**src/rtl/lsu_mm_pkg.sv**
```systemverilog
// Shared widths, FSM encoding and read-tag payload for the matmul load sequencer.
package lsu_mm_pkg;

   localparam int unsigned LINE_W = 128;
   localparam int unsigned ADDR_W = 8;
   localparam int unsigned LEN_W  = 4;
   localparam int unsigned CYC_W  = 6;
   localparam int unsigned BADR_W = 12;

   localparam logic [2:0] ST_IDLE    = 3'd0;
   localparam logic [2:0] ST_FETCH_A = 3'd1;
   localparam logic [2:0] ST_FETCH_B = 3'd2;
   localparam logic [2:0] ST_DRAIN   = 3'd3;
   localparam logic [2:0] ST_STREAM  = 3'd4;
   localparam logic [2:0] ST_DONE    = 3'd5;

   typedef struct packed {
      logic              vld;
      logic              sel_b;
      logic [ADDR_W-1:0] idx;
   } rd_tag_t;

endpackage

```
**src/rtl/lsu_mm_rd_tag_pipe.sv**
```systemverilog
// Delays each RAM read tag by RAM_RD_LAT cycles so it lines up with the returning data.
module lsu_mm_rd_tag_pipe
   import lsu_mm_pkg::*;
#(
   parameter int unsigned RAM_RD_LAT = 1
) (
   input  logic    clk,
   input  logic    rst_n,
   input  rd_tag_t tag_in,
   output rd_tag_t tag_out
);

   rd_tag_t pipe_q [RAM_RD_LAT];
   rd_tag_t pipe_d [RAM_RD_LAT];

   always_comb begin
      pipe_d[0] = tag_in;
      for (int i = 1; i < int'(RAM_RD_LAT); i++) begin
         pipe_d[i] = pipe_q[i-1];
      end
   end

   always_ff @(posedge clk) begin
      if (!rst_n) begin
         for (int i = 0; i < int'(RAM_RD_LAT); i++) begin
            pipe_q[i] <= '0;
         end
      end else begin
         for (int i = 0; i < int'(RAM_RD_LAT); i++) begin
            pipe_q[i] <= pipe_d[i];
         end
      end
   end

   assign tag_out = pipe_q[RAM_RD_LAT-1];

endmodule

```
**src/rtl/lsu_mm_seq.sv**
```systemverilog
// Matmul operand loader: fetches A then B lines from RAM into the operand
// buffers, waits for the read pipe to drain, then streams both buffers.
module lsu_mm_seq
   import lsu_mm_pkg::*;
#(
   parameter int unsigned RAM_RD_LAT = 1
) (
   input  logic              clk,
   input  logic              rst_n,
   input  logic              lsu_mm_seq_req_vld,
   output logic              lsu_mm_seq_req_rdy,
   input  logic [LEN_W-1:0]  lsu_mm_seq_req_row_len,
   input  logic [LEN_W-1:0]  lsu_mm_seq_req_col_len,
   input  logic [BADR_W-1:0] lsu_mm_seq_req_a_addr,
   input  logic [BADR_W-1:0] lsu_mm_seq_req_b_addr,
   output logic              lsu_mm_seq_ram_read_vld,
   output logic [ADDR_W-1:0] lsu_mm_seq_ram_read_addr,
   input  logic [LINE_W-1:0] lsu_mm_seq_ram_rdata,
   output logic              lsu_mm_seq_a_alloc_vld,
   output logic              lsu_mm_seq_b_alloc_vld,
   output logic [ADDR_W-1:0] lsu_mm_seq_alloc_addr,
   output logic [LINE_W-1:0] lsu_mm_seq_alloc_data,
   output logic              lsu_mm_seq_a_ctrl_vld,
   output logic              lsu_mm_seq_b_ctrl_vld,
   output logic [LEN_W-1:0]  lsu_mm_seq_ctrl_row_len,
   output logic [LEN_W-1:0]  lsu_mm_seq_ctrl_col_len,
   output logic              lsu_mm_seq_done,
   output logic              lsu_mm_seq_err
);

   logic [2:0]        state_q, state_d;
   logic [CYC_W-1:0]  cnt_q, cnt_d;
   logic [LEN_W-1:0]  row_len_q, row_len_d;
   logic [LEN_W-1:0]  col_len_q, col_len_d;
   logic [ADDR_W-1:0] a_line_q, a_line_d;
   logic [ADDR_W-1:0] b_line_q, b_line_d;
   logic              err_flag_q, err_flag_d;

   logic              req_rdy_q, req_rdy_d;
   logic              rd_vld_q, rd_vld_d;
   logic              rd_sel_b_q, rd_sel_b_d;
   logic [ADDR_W-1:0] rd_idx_q, rd_idx_d;
   logic [ADDR_W-1:0] rd_addr_q, rd_addr_d;
   logic              ctrl_vld_q, ctrl_vld_d;
   logic              done_q, done_d;
   logic              err_q, err_d;

   rd_tag_t           tag_in, tag_out;

   // Byte offset within a line does not affect which line is fetched.
   logic              unused_addr_lsb;
   assign unused_addr_lsb = ^{lsu_mm_seq_req_a_addr[3:0], lsu_mm_seq_req_b_addr[3:0]};

   always_comb begin
      state_d    = state_q;
      cnt_d      = cnt_q;
      row_len_d  = row_len_q;
      col_len_d  = col_len_q;
      a_line_d   = a_line_q;
      b_line_d   = b_line_q;
      err_flag_d = err_flag_q;

      case (state_q)
         ST_IDLE: begin
            if (lsu_mm_seq_req_vld) begin
               row_len_d  = lsu_mm_seq_req_row_len;
               col_len_d  = lsu_mm_seq_req_col_len;
               a_line_d   = lsu_mm_seq_req_a_addr[11:4];
               b_line_d   = lsu_mm_seq_req_b_addr[11:4];
               err_flag_d = (lsu_mm_seq_req_row_len == '0) || (lsu_mm_seq_req_col_len == '0);
               cnt_d      = '0;
               state_d    = err_flag_d ? ST_DONE : ST_FETCH_A;
            end
         end
         ST_FETCH_A: begin
            if (cnt_q == CYC_W'(row_len_q) - CYC_W'(1)) begin
               cnt_d   = '0;
               state_d = ST_FETCH_B;
            end else begin
               cnt_d = cnt_q + CYC_W'(1);
            end
         end
         ST_FETCH_B: begin
            if (cnt_q == CYC_W'(col_len_q) - CYC_W'(1)) begin
               cnt_d   = '0;
               state_d = ST_DRAIN;
            end else begin
               cnt_d = cnt_q + CYC_W'(1);
            end
         end
         ST_DRAIN: begin
            if (cnt_q == CYC_W'(RAM_RD_LAT - 1)) begin
               cnt_d   = '0;
               state_d = ST_STREAM;
            end else begin
               cnt_d = cnt_q + CYC_W'(1);
            end
         end
         ST_STREAM: begin
            if (cnt_q == CYC_W'(row_len_q) + CYC_W'(col_len_q) - CYC_W'(2)) begin
               cnt_d   = '0;
               state_d = ST_DONE;
            end else begin
               cnt_d = cnt_q + CYC_W'(1);
            end
         end
         ST_DONE: begin
            state_d = ST_IDLE;
         end
         default: begin
            cnt_d   = '0;
            state_d = ST_IDLE;
         end
      endcase

      // Outputs are decoded from the next state so they are registered yet cycle-aligned.
      req_rdy_d  = (state_d == ST_IDLE);
      rd_vld_d   = (state_d == ST_FETCH_A) || (state_d == ST_FETCH_B);
      rd_sel_b_d = (state_d == ST_FETCH_B);
      rd_idx_d   = ADDR_W'(cnt_d);
      rd_addr_d  = (rd_sel_b_d ? b_line_d : a_line_d) + ADDR_W'(cnt_d);
      ctrl_vld_d = (state_d == ST_STREAM);
      done_d     = (state_d == ST_DONE);
      err_d      = done_d && err_flag_d;
   end

   always_ff @(posedge clk) begin
      if (!rst_n) begin
         state_q    <= ST_IDLE;
         cnt_q      <= '0;
         row_len_q  <= '0;
         col_len_q  <= '0;
         a_line_q   <= '0;
         b_line_q   <= '0;
         err_flag_q <= 1'b0;
         req_rdy_q  <= 1'b1;
         rd_vld_q   <= 1'b0;
         rd_sel_b_q <= 1'b0;
         rd_idx_q   <= '0;
         rd_addr_q  <= '0;
         ctrl_vld_q <= 1'b0;
         done_q     <= 1'b0;
         err_q      <= 1'b0;
      end else begin
         state_q    <= state_d;
         cnt_q      <= cnt_d;
         row_len_q  <= row_len_d;
         col_len_q  <= col_len_d;
         a_line_q   <= a_line_d;
         b_line_q   <= b_line_d;
         err_flag_q <= err_flag_d;
         req_rdy_q  <= req_rdy_d;
         rd_vld_q   <= rd_vld_d;
         rd_sel_b_q <= rd_sel_b_d;
         rd_idx_q   <= rd_idx_d;
         rd_addr_q  <= rd_addr_d;
         ctrl_vld_q <= ctrl_vld_d;
         done_q     <= done_d;
         err_q      <= err_d;
      end
   end

   always_comb begin
      tag_in       = '0;
      tag_in.vld   = rd_vld_q;
      tag_in.sel_b = rd_sel_b_q;
      tag_in.idx   = rd_idx_q;
   end

   lsu_mm_rd_tag_pipe #(
      .RAM_RD_LAT (RAM_RD_LAT)
   ) u_tag_pipe (
      .clk     (clk),
      .rst_n   (rst_n),
      .tag_in  (tag_in),
      .tag_out (tag_out)
   );

   assign lsu_mm_seq_req_rdy       = req_rdy_q;
   assign lsu_mm_seq_ram_read_vld  = rd_vld_q;
   assign lsu_mm_seq_ram_read_addr = rd_addr_q;
   assign lsu_mm_seq_a_alloc_vld   = tag_out.vld && !tag_out.sel_b;
   assign lsu_mm_seq_b_alloc_vld   = tag_out.vld && tag_out.sel_b;
   assign lsu_mm_seq_alloc_addr    = tag_out.idx;
   assign lsu_mm_seq_alloc_data    = lsu_mm_seq_ram_rdata;
   assign lsu_mm_seq_a_ctrl_vld    = ctrl_vld_q;
   assign lsu_mm_seq_b_ctrl_vld    = ctrl_vld_q;
   assign lsu_mm_seq_ctrl_row_len  = row_len_q;
   assign lsu_mm_seq_ctrl_col_len  = col_len_q;
   assign lsu_mm_seq_done          = done_q;
   assign lsu_mm_seq_err           = err_q;

endmodule

```
**config.mk**
```make
export PLATFORM = sky130hd
export DESIGN_NAME = lsu_mm_seq
export DESIGN_NICKNAME = d
export VERILOG_FILES = /design/src/rtl/lsu_mm_pkg.sv /design/src/rtl/lsu_mm_rd_tag_pipe.sv /design/src/rtl/lsu_mm_seq.sv
export SDC_FILE = /design/constraint.sdc
export NUM_CORES = 1
export LEC_CHECK = 0
export ABC_CLOCK_PERIOD_IN_PS = 4040
export CAP_MARGIN = 20
export CELL_PAD_IN_SITES_DETAIL_PLACEMENT = 1
export CELL_PAD_IN_SITES_GLOBAL_PLACEMENT = 2
export CORE_MARGIN = 2
export CORE_UTILIZATION = 15
export CTS_CLUSTER_DIAMETER = 100
export CTS_CLUSTER_SIZE = 14
export DETAILED_ROUTE_END_ITERATION = 12
export PLACE_DENSITY = 0.76
export SLEW_MARGIN = 20
export SYNTH_ARGS = -nofsm -noshare
export SYNTH_HDL_FRONTEND = slang
export SYNTH_SLANG_ARGS = --single-unit
```
**constraint.sdc**
```tcl
create_clock -name clk -period 4.04 [get_ports clk]
set_input_delay 0.808 -clock clk [delete_from_list [all_inputs] [get_ports clk]]
set_output_delay 0.808 -clock clk [all_outputs]
set_load 0.03 [all_outputs]
```
Run 1, gate families picked out:
Scale bar: 50 um.
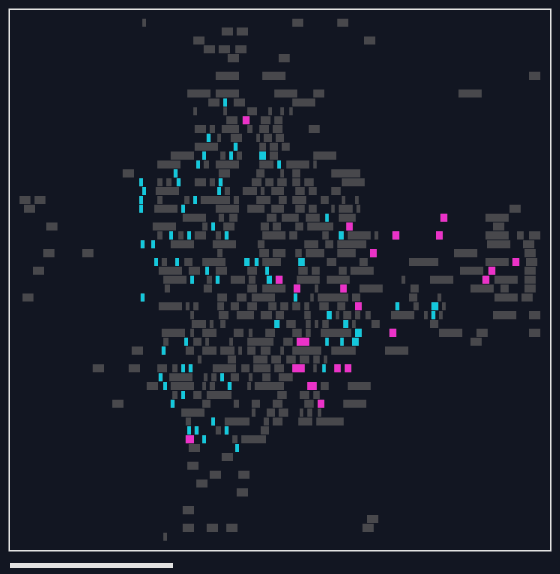
Key: NAND gates = cyan [cells 65, most used nand2_1]; AND and OR gates = magenta [cells 21, most used and2_1]
filler-free cell count of the finished design: 771
most numerous logic cell after layout: clkdlybuf4s50_1
logic share of the area: 39.64%

Run 1, met3 routing:
Scale bar: 50 um.
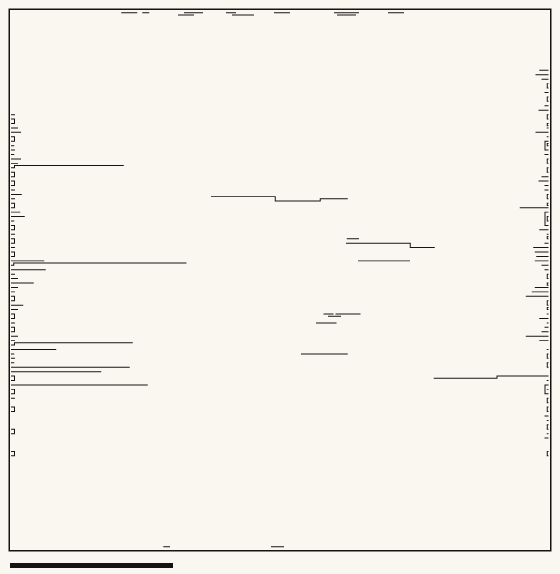
The layer holds 7.0% of the routed length. The longest straight run is 52.9 um. The wires run mostly horizontal.
drt total wl: 10270 um
Vias: 2805
met3 GRT Util: 3.027%

Run 1, cell placement:
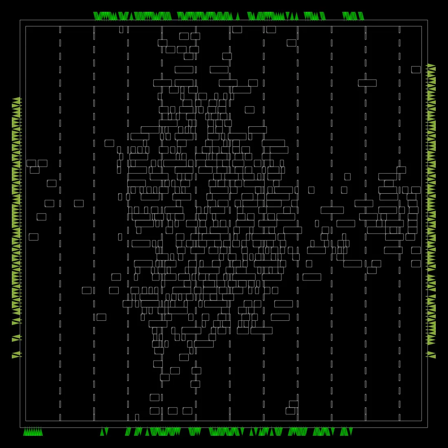
row count: 59
post-layout util: 17.25%
Tapcells: 335
FILL cells: 3046
flop share of the area: 25.24%

==> results_slide.txt, run 1 <==
Flow Results at a Glance

Outcome
  – Status: finished clean

Min path
  – Hold path start: rd_sel_b_q

Final timing
  – Fmax: 261.0 MHz
  – Finish-stage setup viols: 0
  – Hold WS: 0.4446 ns
  – Final Skew: 0.008972 ns
  – Max Slew Vio Count: 0
  – Worst-margin pin slew: 0.7719 ns

Clock tree
  – Setup Fix Bufs, Post-CTS: 0
  – CTS tree: yes
  – Clock-pin slew on the worst setup and hold paths: 0.08 ns

Critical path
  – WP depth: 22
  – Most used cell, CP: a21oi_2
  – WP data arrival: 4.07 ns
  – R2r endpoint: lsu_mm_seq_ram_read_addr[7]
  – CP Buf/Inv Count: 5

Power
  – Top power group: registers
  – Clock power share: 32.2%
  – Switch Pwr: 467.0 uW
  – Clk pwr: 474 uW
  – Combinational share of power: 26.8%
  – P_comb: 395 uW

Placed design
  – Placed cell area: 0.004046 mm2
  – I/O Buffers: 56
  – Place WS: -0.002841 ns

Finish
  – Flip-flop and latch area: 0.001125 mm2
  – Flip-flop and latch count: 56

Die
  – Die H: 165.7 um
  – Core Density at Floorplan: 15.19%
  – Horiz. Die Dim: 165.7 um
  – Core area: 0.02584 mm2

Logic synthesis
  – Yosys reg bits: 56
  – Synth Area in XOR/XNOR: 4.241%
  – Count leader, synth: buf_4
  – Post-synth top flop: dfxtp_1
  – Synth mux share: 2.934%

Drt
  – Initial drt markers: 124

GRT
  – Vias in the first global route: 2923
## run 1: through the flow
stage               setup TNS [ns]  std cells  power [mW]
finish                           0        771       1.471
global route               -0.1340        770       1.564
CTS                              0        760       1.461
detailed placement       -0.002841        752      0.9754
global placement                 0        752      0.9724
floorplan                        0        484       1.065
## run 1: kinds of logic after synthesis
logic type | count (synthesis)
buffers and inverters | 178
flip-flops | 56
AND/OR/NAND/NOR | 125
multiplexers | 11
XOR/XNOR | 19
other | 1
AND-OR/OR-AND | 74
adder cells (fa/ha/maj) | 19
## run 1: metal layers
metal | vias to the layer above | global-route usage [%] | wire [um]
met3 | 49 | 3.027 | 718
met1 | 1325 | 8.740 | 4505
met5 | - | 0 | 0
met2 | 81 | 11.56 | 4718
met4 | 0 | 3.327 | 324
li1 | 1350 | - | -
==> inputs of run 2 (changes only) <==
--- a/config.mk
+++ b/config.mk
@@ -9,6 +9,7 @@
 export CAP_MARGIN = 20
 export CELL_PAD_IN_SITES_DETAIL_PLACEMENT = 1
 export CELL_PAD_IN_SITES_GLOBAL_PLACEMENT = 2
+export CORE_ASPECT_RATIO = 1.25
 export CORE_MARGIN = 2
 export CORE_UTILIZATION = 15
 export CTS_CLUSTER_DIAMETER = 100
==> run 2 against run 1 <==
Against the previous run: combinational power increased by 7.8%; clock power decreased by 5.1%; sequential cell count unchanged; non-clock buffer count is 16 higher; register-to-register slack worse by 0.05 ns; via count grew 4.0%; hold slack got worse by 0.0053 ns; wire length increased by 11%; die size is essentially flat; clock-buffer cell count is the same; area after synthesis stayed put; sequential power increased by 1%.
==> results_slide.txt, run 2 <==
Flow Results at a Glance

GRT
  – Met2 Use GR: 13.96% (+2.4 points)
  – Vias in the first global route: 2997 (+2.5%)
  – Met3 GRT Util: 1.576% (-1.5 points)

Clock tree
  – Setup Fix Bufs, Post-CTS: 17 (+17)
  – CTS tree: yes
  – H-tree depth: 2
  – Clock-pin slew on the worst setup and hold paths: 0.08 ns (about the same)

Die
  – Core Density at Floorplan: 15.18% (about the same)
  – Core area: 0.02585 mm2 (about the same)
  – Die H: 184.8 um (+12%)
  – Horiz. Die Dim: 148.7 um (-10%)

Final timing
  – Hold Violations, Final: 0
  – Worst-margin pin slew: 0.4980 ns (-0.2739 ns)
  – Finish-stage setup viols: 0 (unchanged)
  – Final Cycle Share: 96.14%
  – Hold WS: 0.4394 ns (-0.005290 ns)
  – Fmax: 257.5 MHz (-1.4%)
  – Max Slew Vio Count: 0 (unchanged)
  – Setup Total Neg Slack: 0 ns (unchanged)
  – Final Skew: 0.005899 ns (-0.003074 ns)

Drt
  – Met3 routed WL: 629 um (-12%)
  – Met1 wire length: 4098 um (-9.0%)
  – Drt total wl: 11420 um (+11%)
  – Wire length per cell: 14.44 um
  – Initial drt markers: 66 (-47%)
  – Vias: 2917 (+4.0%)

Outcome
  – Status: finished clean

Logic synthesis
  – Syn Area/Cell: 8.124 um2
  – Count leader, synth: buf_4
  – Yosys reg bits: 56 (unchanged)
  – Post-synth top flop: dfxtp_1
  – Synth mux share: 2.934% (unchanged)
  – Synth Area in XOR/XNOR: 4.241% (unchanged)

Finish
  – Post-layout util: 17.92% (+0.67 points)
  – Inverters: 21
  – Non-clk buf share: 22.07%
  – Flip-flop and latch area: 0.001125 mm2 (unchanged)
  – Nets: 632

Critical path
  – CP Buf/Inv Count: 14 (+9)
  – Most used cell, CP: buf_4
  – WP data arrival: 4.10 ns (+0.03 ns)

Power
  – Clock power share: 30.3% (-1.9 points)
  – Internal Power: 1.022 mW
  – Combinational share of power: 28.7% (+1.9 points)
  – Total Power: 1.485 mW (+0.94%)
  – Switch Pwr: 462.7 uW (-0.91%)

Placed design
  – Placed cell area: 0.004060 mm2 (+0.34%)
  – I/O Buffers: 56 (unchanged)
  – Placed Cells: 758 (+0.80%)
  – Place WS: -0.1937 ns (-0.1908 ns)
## run 2: path summary, 6_finish.rpt
kind                                                  from                      end  cells after the start  slack, ns
worst min-delay path                            rd_sel_b_q  u_tag_pipe.pipe_q[0][6]                      1       0.44
worst min register to register                  rd_sel_b_q  u_tag_pipe.pipe_q[0][6]                      1       0.44
worst max register to register  lsu_mm_seq_ctrl_col_len[1]              rd_idx_q[0]                     23       0.16
worst max-delay path            lsu_mm_seq_ctrl_col_len[1]              rd_idx_q[0]                     23       0.16
## run 2: power by group through the flow
stage	Sequential, mW	Combinational [mW]	Clock [mW]
final	0.610	0.426	0.450
after global routing	0.615	0.471	0.484
after CTS	0.610	0.387	0.462
after detailed placement	0.623	0.350	0
after global placement	0.623	0.344	0
after floorplan	0.646	0.420	0
Run 2, cell placement:
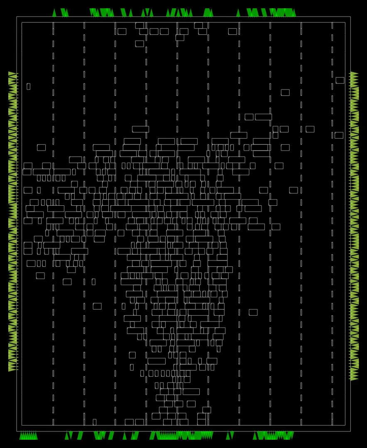
flip-flop and latch count: 56
FILL cells: 3028
Tapcells: 340
flop share of the area: 24.28%
row count: 66

Run 2, gate families picked out:
Scale bar: 50 um.
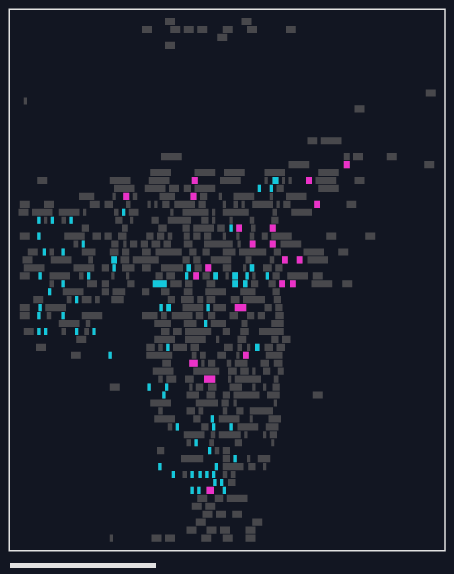
Key: NAND gates = cyan [cells 65, most used nand2_1]; AND and OR gates = magenta [cells 21, most used and2_1, where middle]
filler-free cell count of the finished design: 791
most numerous logic cell after layout: buf_4
logic share of the area: 39.60%

Power is estimated from default activity; no workload was simulated.
